$ cat config.mk
export PLATFORM = sky130hd
export DESIGN_NAME = hid_report_scheduler_flat
export DESIGN_NICKNAME = d
export VERILOG_FILES = /design/src/rtl/hid_report_scheduler_if.sv /design/src/rtl/hid_report_scheduler.sv /design/src/flat_wrapper.sv
export SDC_FILE = /design/constraint.sdc
export NUM_CORES = 1
export LEC_CHECK = 0
export CORE_UTILIZATION = 28
export DETAILED_ROUTE_END_ITERATION = 6
export GPL_TIMING_DRIVEN = 0
export PLACE_DENSITY = 0.56
export SLEW_MARGIN = 20
export SYNTH_ARGS = -nofsm -noshare
export SYNTH_HDL_FRONTEND = slang
export SYNTH_SLANG_ARGS = --single-unit
$ cat constraint.sdc
create_clock -name clk -period 4.8 [get_ports clk]
set_input_delay 0.48 -clock clk [delete_from_list [all_inputs] [get_ports clk]]
set_output_delay 0.48 -clock clk [all_outputs]
set_load 0.02 [all_outputs]
$ cat src/rtl/hid_report_scheduler_if.sv
// rtl/hid_report_scheduler_if.sv - HID host-core inputs and spi_io-facing status bundle
interface hid_report_scheduler_if;
  logic              hid_read;
  logic              kb_connected;
  logic              kb_report_valid;
  logic [7:0]        kb_modifiers;
  logic [0:5][7:0]   kb_keycodes;
  logic              ms_connected;
  logic              ms_report_valid;
  logic [7:0]        ms_buttons;
  logic signed [15:0] ms_dx;
  logic signed [15:0] ms_dy;
  logic signed [7:0]  ms_dwheel;

  logic              hid_keyboard_connected;
  logic              hid_mouse_connected;
  logic [7:0]        hid_keyboard_modifiers;
  logic [0:5][7:0]   hid_keyboard_keycodes;
  logic [7:0]        hid_mouse_buttons;
  logic signed [31:0] hid_mouse_x;
  logic signed [31:0] hid_mouse_y;
  logic signed [31:0] hid_mouse_wheel;
  logic              snapshot_busy;

  modport master (
    output hid_read, kb_connected, kb_report_valid, kb_modifiers, kb_keycodes,
           ms_connected, ms_report_valid, ms_buttons, ms_dx, ms_dy, ms_dwheel,
    input  hid_keyboard_connected, hid_mouse_connected, hid_keyboard_modifiers,
           hid_keyboard_keycodes, hid_mouse_buttons, hid_mouse_x, hid_mouse_y,
           hid_mouse_wheel, snapshot_busy
  );

  modport slave (
    input  hid_read, kb_connected, kb_report_valid, kb_modifiers, kb_keycodes,
           ms_connected, ms_report_valid, ms_buttons, ms_dx, ms_dy, ms_dwheel,
    output hid_keyboard_connected, hid_mouse_connected, hid_keyboard_modifiers,
           hid_keyboard_keycodes, hid_mouse_buttons, hid_mouse_x, hid_mouse_y,
           hid_mouse_wheel, snapshot_busy
  );
endinterface

$ cat src/rtl/hid_report_scheduler.sv
// rtl/hid_report_scheduler.sv - HID report accumulator with snapshot freeze/commit for spi_io
// Define HID_SCHED_SATURATE_EN for saturating accumulate/commit; default is two's-complement wrap.
module hid_report_scheduler #(
  parameter int SYNC_STAGES = 2
) (
  input  logic                  clk,
  input  logic                  reset,
  hid_report_scheduler_if.slave bus
);

  typedef enum logic [1:0] {IDLE, CAPTURE, HOLD, COMMIT} state_e;

  function automatic logic [31:0] acc_add(input logic [31:0] a, input logic [31:0] b);
`ifdef HID_SCHED_SATURATE_EN
    logic [32:0] s;
    s = {a[31], a} + {b[31], b};
    return (s[32] ^ s[31]) ? {s[32], {31{~s[32]}}} : s[31:0];
`else
    return a + b;
`endif
  endfunction

  function automatic logic [31:0] acc_sub(input logic [31:0] a, input logic [31:0] b);
`ifdef HID_SCHED_SATURATE_EN
    logic [32:0] s;
    s = {a[31], a} - {b[31], b};
    return (s[32] ^ s[31]) ? {s[32], {31{~s[32]}}} : s[31:0];
`else
    return a - b;
`endif
  endfunction

  state_e                 state_q;
  logic [SYNC_STAGES-1:0] rd_sync_q;
  logic                   rd_s;

  logic [7:0]      kb_mod_q;
  logic [0:5][7:0] kb_keys_q;
  logic [7:0]      ms_btn_q;
  logic [31:0]     acc_x_q, acc_y_q, acc_w_q;
  logic [31:0]     acc_x_d, acc_y_d, acc_w_d;
  logic [31:0]     base_x, base_y, base_w;
  logic [31:0]     snap_x_q, snap_y_q, snap_w_q;
  logic [31:0]     dx_ext, dy_ext, dw_ext;

  logic            out_kconn_q, out_mconn_q, busy_q;
  logic [7:0]      out_kmod_q, out_btn_q;
  logic [0:5][7:0] out_keys_q;
  logic [31:0]     out_x_q, out_y_q, out_w_q;

  assign rd_s   = rd_sync_q[SYNC_STAGES-1];
  assign dx_ext = {{16{bus.ms_dx[15]}}, bus.ms_dx};
  assign dy_ext = {{16{bus.ms_dy[15]}}, bus.ms_dy};
  assign dw_ext = {{24{bus.ms_dwheel[7]}}, bus.ms_dwheel};

  always_ff @(posedge clk) begin
    if (reset) begin
      rd_sync_q <= '0;
    end else begin
      rd_sync_q <= {rd_sync_q[SYNC_STAGES-2:0], bus.hid_read};
    end
  end

  always_ff @(posedge clk) begin
    if (reset || !bus.kb_connected) begin
      kb_mod_q  <= '0;
      kb_keys_q <= '0;
    end else if (bus.kb_report_valid) begin
      kb_mod_q  <= bus.kb_modifiers;
      kb_keys_q <= bus.kb_keycodes;
    end
  end

  // COMMIT retires the reported snapshot before folding in any same-cycle delta.
  always_comb begin
    base_x = acc_x_q;
    base_y = acc_y_q;
    base_w = acc_w_q;
    if (state_q == COMMIT) begin
      base_x = acc_sub(acc_x_q, snap_x_q);
      base_y = acc_sub(acc_y_q, snap_y_q);
      base_w = acc_sub(acc_w_q, snap_w_q);
    end
    acc_x_d = base_x;
    acc_y_d = base_y;
    acc_w_d = base_w;
    if (bus.ms_report_valid) begin
      acc_x_d = acc_add(base_x, dx_ext);
      acc_y_d = acc_add(base_y, dy_ext);
      acc_w_d = acc_add(base_w, dw_ext);
    end
    if (!bus.ms_connected) begin
      acc_x_d = '0;
      acc_y_d = '0;
      acc_w_d = '0;
    end
  end

  always_ff @(posedge clk) begin
    if (reset) begin
      ms_btn_q <= '0;
      acc_x_q  <= '0;
      acc_y_q  <= '0;
      acc_w_q  <= '0;
    end else begin
      acc_x_q <= acc_x_d;
      acc_y_q <= acc_y_d;
      acc_w_q <= acc_w_d;
      if (!bus.ms_connected) begin
        ms_btn_q <= '0;
      end else if (bus.ms_report_valid) begin
        ms_btn_q <= bus.ms_buttons;
      end
    end
  end

  // The snapshot is taken on the edge entering CAPTURE so freeze and busy coincide.
  always_ff @(posedge clk) begin
    if (reset) begin
      state_q     <= IDLE;
      busy_q      <= 1'b0;
      snap_x_q    <= '0;
      snap_y_q    <= '0;
      snap_w_q    <= '0;
      out_kconn_q <= 1'b0;
      out_mconn_q <= 1'b0;
      out_kmod_q  <= '0;
      out_keys_q  <= '0;
      out_btn_q   <= '0;
      out_x_q     <= '0;
      out_y_q     <= '0;
      out_w_q     <= '0;
    end else begin
      case (state_q)
        IDLE: begin
          out_kconn_q <= bus.kb_connected;
          out_mconn_q <= bus.ms_connected;
          out_kmod_q  <= kb_mod_q;
          out_keys_q  <= kb_keys_q;
          out_btn_q   <= ms_btn_q;
          out_x_q     <= acc_x_q;
          out_y_q     <= acc_y_q;
          out_w_q     <= acc_w_q;
          if (rd_s) begin
            snap_x_q <= acc_x_q;
            snap_y_q <= acc_y_q;
            snap_w_q <= acc_w_q;
            busy_q   <= 1'b1;
            state_q  <= CAPTURE;
          end
        end
        CAPTURE: state_q <= HOLD;
        HOLD: begin
          if (!rd_s) begin
            state_q <= COMMIT;
          end
        end
        COMMIT: begin
          busy_q  <= 1'b0;
          state_q <= IDLE;
        end
        default: state_q <= IDLE;
      endcase
      // A disconnect voids the pending snapshot so COMMIT cannot subtract stale motion.
      if (!bus.ms_connected) begin
        snap_x_q <= '0;
        snap_y_q <= '0;
        snap_w_q <= '0;
      end
    end
  end

  assign bus.hid_keyboard_connected = out_kconn_q;
  assign bus.hid_mouse_connected    = out_mconn_q;
  assign bus.hid_keyboard_modifiers = out_kmod_q;
  assign bus.hid_keyboard_keycodes  = out_keys_q;
  assign bus.hid_mouse_buttons      = out_btn_q;
  assign bus.hid_mouse_x            = out_x_q;
  assign bus.hid_mouse_y            = out_y_q;
  assign bus.hid_mouse_wheel        = out_w_q;
  assign bus.snapshot_busy          = busy_q;

endmodule

$ cat src/flat_wrapper.sv
// flat-port wrapper written by rule: the top's interface ports become plain ports
module hid_report_scheduler_flat 
#(
  parameter int SYNC_STAGES = 2
)
  (clk, reset, bus_hid_read, bus_kb_connected, bus_kb_report_valid, bus_kb_modifiers, bus_kb_keycodes, bus_ms_connected, bus_ms_report_valid, bus_ms_buttons, bus_ms_dx, bus_ms_dy, bus_ms_dwheel, bus_hid_keyboard_connected, bus_hid_mouse_connected, bus_hid_keyboard_modifiers, bus_hid_keyboard_keycodes, bus_hid_mouse_buttons, bus_hid_mouse_x, bus_hid_mouse_y, bus_hid_mouse_wheel, bus_snapshot_busy);
  hid_report_scheduler_if bus_i ();
  input  logic clk;
  input  logic reset;
  input wire logic [$bits(bus_i.hid_read)-1:0] bus_hid_read;
  input wire logic [$bits(bus_i.kb_connected)-1:0] bus_kb_connected;
  input wire logic [$bits(bus_i.kb_report_valid)-1:0] bus_kb_report_valid;
  input wire logic [$bits(bus_i.kb_modifiers)-1:0] bus_kb_modifiers;
  input wire logic [$bits(bus_i.kb_keycodes)-1:0] bus_kb_keycodes;
  input wire logic [$bits(bus_i.ms_connected)-1:0] bus_ms_connected;
  input wire logic [$bits(bus_i.ms_report_valid)-1:0] bus_ms_report_valid;
  input wire logic [$bits(bus_i.ms_buttons)-1:0] bus_ms_buttons;
  input wire logic [$bits(bus_i.ms_dx)-1:0] bus_ms_dx;
  input wire logic [$bits(bus_i.ms_dy)-1:0] bus_ms_dy;
  input wire logic [$bits(bus_i.ms_dwheel)-1:0] bus_ms_dwheel;
  output wire logic [$bits(bus_i.hid_keyboard_connected)-1:0] bus_hid_keyboard_connected;
  output wire logic [$bits(bus_i.hid_mouse_connected)-1:0] bus_hid_mouse_connected;
  output wire logic [$bits(bus_i.hid_keyboard_modifiers)-1:0] bus_hid_keyboard_modifiers;
  output wire logic [$bits(bus_i.hid_keyboard_keycodes)-1:0] bus_hid_keyboard_keycodes;
  output wire logic [$bits(bus_i.hid_mouse_buttons)-1:0] bus_hid_mouse_buttons;
  output wire logic [$bits(bus_i.hid_mouse_x)-1:0] bus_hid_mouse_x;
  output wire logic [$bits(bus_i.hid_mouse_y)-1:0] bus_hid_mouse_y;
  output wire logic [$bits(bus_i.hid_mouse_wheel)-1:0] bus_hid_mouse_wheel;
  output wire logic [$bits(bus_i.snapshot_busy)-1:0] bus_snapshot_busy;
  assign bus_i.hid_read = bus_hid_read;
  assign bus_i.kb_connected = bus_kb_connected;
  assign bus_i.kb_report_valid = bus_kb_report_valid;
  assign bus_i.kb_modifiers = bus_kb_modifiers;
  assign bus_i.kb_keycodes = bus_kb_keycodes;
  assign bus_i.ms_connected = bus_ms_connected;
  assign bus_i.ms_report_valid = bus_ms_report_valid;
  assign bus_i.ms_buttons = bus_ms_buttons;
  assign bus_i.ms_dx = bus_ms_dx;
  assign bus_i.ms_dy = bus_ms_dy;
  assign bus_i.ms_dwheel = bus_ms_dwheel;
  assign bus_hid_keyboard_connected = bus_i.hid_keyboard_connected;
  assign bus_hid_mouse_connected = bus_i.hid_mouse_connected;
  assign bus_hid_keyboard_modifiers = bus_i.hid_keyboard_modifiers;
  assign bus_hid_keyboard_keycodes = bus_i.hid_keyboard_keycodes;
  assign bus_hid_mouse_buttons = bus_i.hid_mouse_buttons;
  assign bus_hid_mouse_x = bus_i.hid_mouse_x;
  assign bus_hid_mouse_y = bus_i.hid_mouse_y;
  assign bus_hid_mouse_wheel = bus_i.hid_mouse_wheel;
  assign bus_snapshot_busy = bus_i.snapshot_busy;
  hid_report_scheduler #(.SYNC_STAGES(SYNC_STAGES)) u_core (.clk(clk), .reset(reset), .bus(bus_i));
endmodule
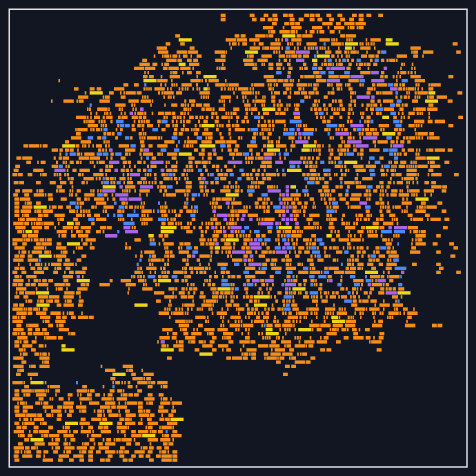
drive_strength.png
(1.5 px per um)
Purple is drive 3 to 4, cells 108, share 3.1%. Orange is drive 1 or less, cells 3115, share 89%. Yellow is drive 6 and up, cells 74, share 2.1%. Blue is drive 2, cells 201, share 5.7%.
Worst Setup Slack, final: 38.2 ps
synthesis-to-layout area growth: 28.1%
summed area of non-filler cells in the final layout: 32800 um2
Buffers, non-clock: 462

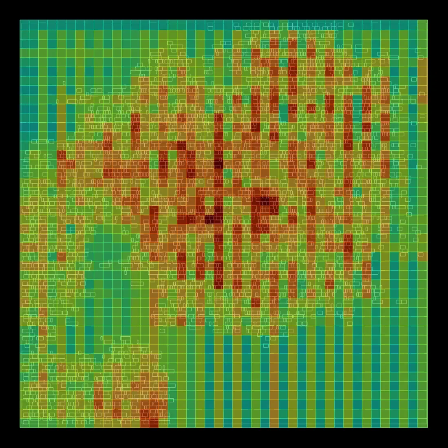
final_congestion.png
global route hottest layer: met2
Final Util: 36.3%
met1 capacity usage during global routing: 22.8%
met3 Usage GRT: 3.91%
GR Util met2: 29.9%

[cell usage after synthesis (55+ instances only)]
| library cell | instances |
|---|---|
| mux2i_1 | 239 |
| nor2_1 | 409 |
| mux2_2 | 55 |
| a21o_1 | 78 |
| dfxtp_1 | 423 |
| o21ai_0 | 93 |
| xnor2_1 | 102 |
| a211oi_1 | 68 |
| nand2_1 | 342 |
| ha_1 | 204 |
| a21oi_1 | 297 |
| clkbuf_1 | 110 |
| inv_1 | 150 |
[report_power, final]
part | internal [W] | switching, W | total (W)
registers | 0.00368 | 0.000140 | 0.00382
clock network | 0.00222 | 0.00169 | 0.00390
logic | 0.00173 | 0.00225 | 0.00398
[through the flow]
| stage | util [%] | power, W | area, um2 | hold slack, ps | instances |
|---|---|---|---|---|---|
| after CTS | 35.5 | 0.0117 | 32000 | 351 | 4660 |
| after detailed placement | 33.0 | 0.00761 | 29800 | 438 | 4535 |
| after global placement | 32.9 | 0.00760 | 29700 | 430 | 4534 |
| final | 36.3 | 0.0117 | 32800 | 401 | 4675 |
| after floorplan | - | 0.00651 | 25600 | 414 | 3088 |
| after global routing | 36.3 | 0.0123 | 32800 | 378 | 4674 |
[repair_timing]
action	CTS	global route
pin swaps	47	61
endpoints found under the setup margin	82	34
gates resized	83	132
setup buffers	35	19
[kinds of logic (layout without fill, tap and decap cells)]
logic type	count (synthesis)	after routing	synth area share, %
AND/OR/NAND/NOR	950	950	15.8
AND-OR/OR-AND	758	758	19.0
flip-flops	423	423	33.1
multiplexers	297	297	11.9
buffers and inverters	296	706	4.38
adder cells (fa/ha/maj)	210	210	10.5
XOR/XNOR	154	154	5.28
other	0	1	0
[critical path, cell delays in order (launching register included)]
cell and delay, ps:
dfxtp_2 340, inv_2 70, ha_4 140, inv_2 40, fa_2 390, a21o_1 210
a21oi_4 170, o211ai_2 120, a41oi_2 260, buf_4 170, o31ai_4 80, a21oi_2 190
xnor2_2 150, nand2_1 130, o21ai_2 130, ha_4 260, a21oi_2 110, o21ai_0 110
a31oi_2 270, a31oi_4 160, a31oi_4 270, o21ai_2 110, a41oi_2 200, xor2_1 210
o21ai_1 80, nor3b_2 190
[state kept, by name, summed over array words and instances, names as in the netlist]
register	cells
u_core.bus.hid_keyboard_connected	1
u_core.snap_x_q	32
u_core.bus.hid_mouse_y	32
u_core.state_q	2
u_core.bus.hid_mouse_connected	1
u_core.rd_sync_q	2
u_core.bus.snapshot_busy	1
u_core.kb_mod_q	8
u_core.snap_y_q	32
u_core.ms_btn_q	8
u_core.bus.hid_mouse_wheel	32
u_core.acc_x_q	32
u_core.acc_y_q	32
u_core.acc_w_q	32
u_core.bus.hid_keyboard_keycodes	48
u_core.bus.hid_mouse_buttons	8
u_core.kb_keys_q	48
u_core.bus.hid_keyboard_modifiers	8
u_core.bus.hid_mouse_x	32
u_core.snap_w_q	32
[layer usage]
layer  track usage (%)  part of all wire (%)  vias to the layer above
li1                  -                     -                    11600
met1              22.8                    44                    10800
met2              29.9                    47                      555
met3              3.91                   6.6                      117
met4              4.75                   2.4                        6
met5                 0                 0.047                        -
==> flow_summary.json <==
{
  "outcome": "completed",
  "min_delay_path_depth": 2,
  "timing.clock.skew_ps": 62.0,
  "drcViolationCount": 0,
  "synth-area-yosys_um2": 25600,
  "clock_buffer_count_in_the_final_layout": 71,
  "final_layout_top_logic_cell": "dfxtp_1",
  "postRouteWirelength_mm": 85.7,
  "final-nonclk-buf-share_pct": 11.3,
  "hold_path.startpoint": "bus_hid_read",
  "insertion_delay_ps": 640,
  "seq_area_frac_synth_pct": 33.1,
  "grt_pass1_vias": 22100,
  "ys_types": 82,
  "insertedDiodeCount": 1,
  "logic_gates": 2369,
  "cts.sink_count": 423,
  "startpoint_type": "flip-flop",
  "synth-cells-yosys": 3088,
  "netlist.area_leader.share_pct": 33.1,
  "setup_repair_after_global_routing_missed_its_margin": "yes",
  "tritoncts": "built",
  "final_antenna_net_count": 0,
  "detail_route.wl_per_cell_um": 18.3,
  "static-leakage-power_nw": 13.8,
  "end_kind": "flip-flop",
  "yosys_register_bits": 423,
  "combAreaFraction_pct": 51.4,
  "detailroute.via_count": 23000,
  "post_drt_via_cell_ratio": 4.92,
  "area.share.sequential_pct": 25.9,
  "timing.critical_path.to": "u_core.acc_w_q[31]$_SDFF_PP0_",
  "drive_gt1_share_pct": 10.9,
  "die-area_um2": 92500,
  "timing.critical_path.fanout_max": 5,
  "layout.area.seq_um2": 8480,
  "num-fill-cells": 9451,
  "nNonClkInverters": 150,
  "edf_count": 0,
  "global_route_wire_length_before_repair_mm": 129,
  "synth_area_um2": 25600,
  "dpl_worst_slack_ps": -1850,
  "nNetsFinal": 3779,
  "num_io_pins": 274,
  "yosys_warnings": 0,
  "grt_antenna_before_repair": 5,
  "path_class": "reg2reg",
  "crit-reg2reg-capture": "u_core.acc_w_q[31]$_SDFF_PP0_",
  "flops": 423,
  "worst_r2r_path_depth": 25,
  "ys.flop_type": "dfxtp_1",
  "gr-usage-all-layers_pct": 17.8,
  "first_pass_iters": 5,
  "slew_violations": 0,
  "comb_area_um2": 16800,
  "cts-buffers-inserted": 52,
  "power_density_nw_per_um2": 357,
  "clkCellAreaFrac_pct": 5.16,
  "cap_viol_max_count": 0,
  "max_freq_mhz": 210,
  "syn_nets": 3409,
  "timing.critical_path.required_ps": 5240,
  "layout.cells.most_common_list": "415 x dfxtp_1, 405 x nor2_1, 340 x nand2_1, 276 x a21oi_1, 269 x clkdlybuf4s50_1",
  "drc_marker_count_from_the_first_detailed_route_iteration": 1265,
  "tns_ps": 0,
  "post_synth.cell_area_avg_um2": 8.28,
  "max_slew.worst_pin.slew_ps": 1190,
  "grt-ovfl-total": 0,
  "cp-startpoint": "u_core.acc_w_q[0]$_SDFF_PP0_",
  "syn-instance-count": 3088,
  "top_area_cell": "dfxtp_1",
  "die_w_um": 304,
  "setup_viol": 0,
  "timing.max_slew.rel_slack_pct": 20.4,
  "rrSetupSlack_ps": 40,
  "initial_core_util_pct": 28.3,
  "whs_endpoint": "u_core.rd_sync_q[0]$_SDFF_PP0_",
  "dpl.hpwl_mm": 64.0,
  "min_tclk_post_route_ps": 4760,
  "hold_class": "in2reg",
  "die_height_um": 304,
  "ir_drop_mv": 0.298,
  "clk_root_buffer_cell": "clkbuf_16",
  "gpl.final_weighted_congestion": 0.878,
  "grt_max_degree": 31,
  "floorplan.core_area_um2": 90300,
  "placement_rows": 110,
  "cts.clk_slew.worst_paths_ps": 60,
  "tap_cells": 1176
}
Power and IR drop assume default switching activity.
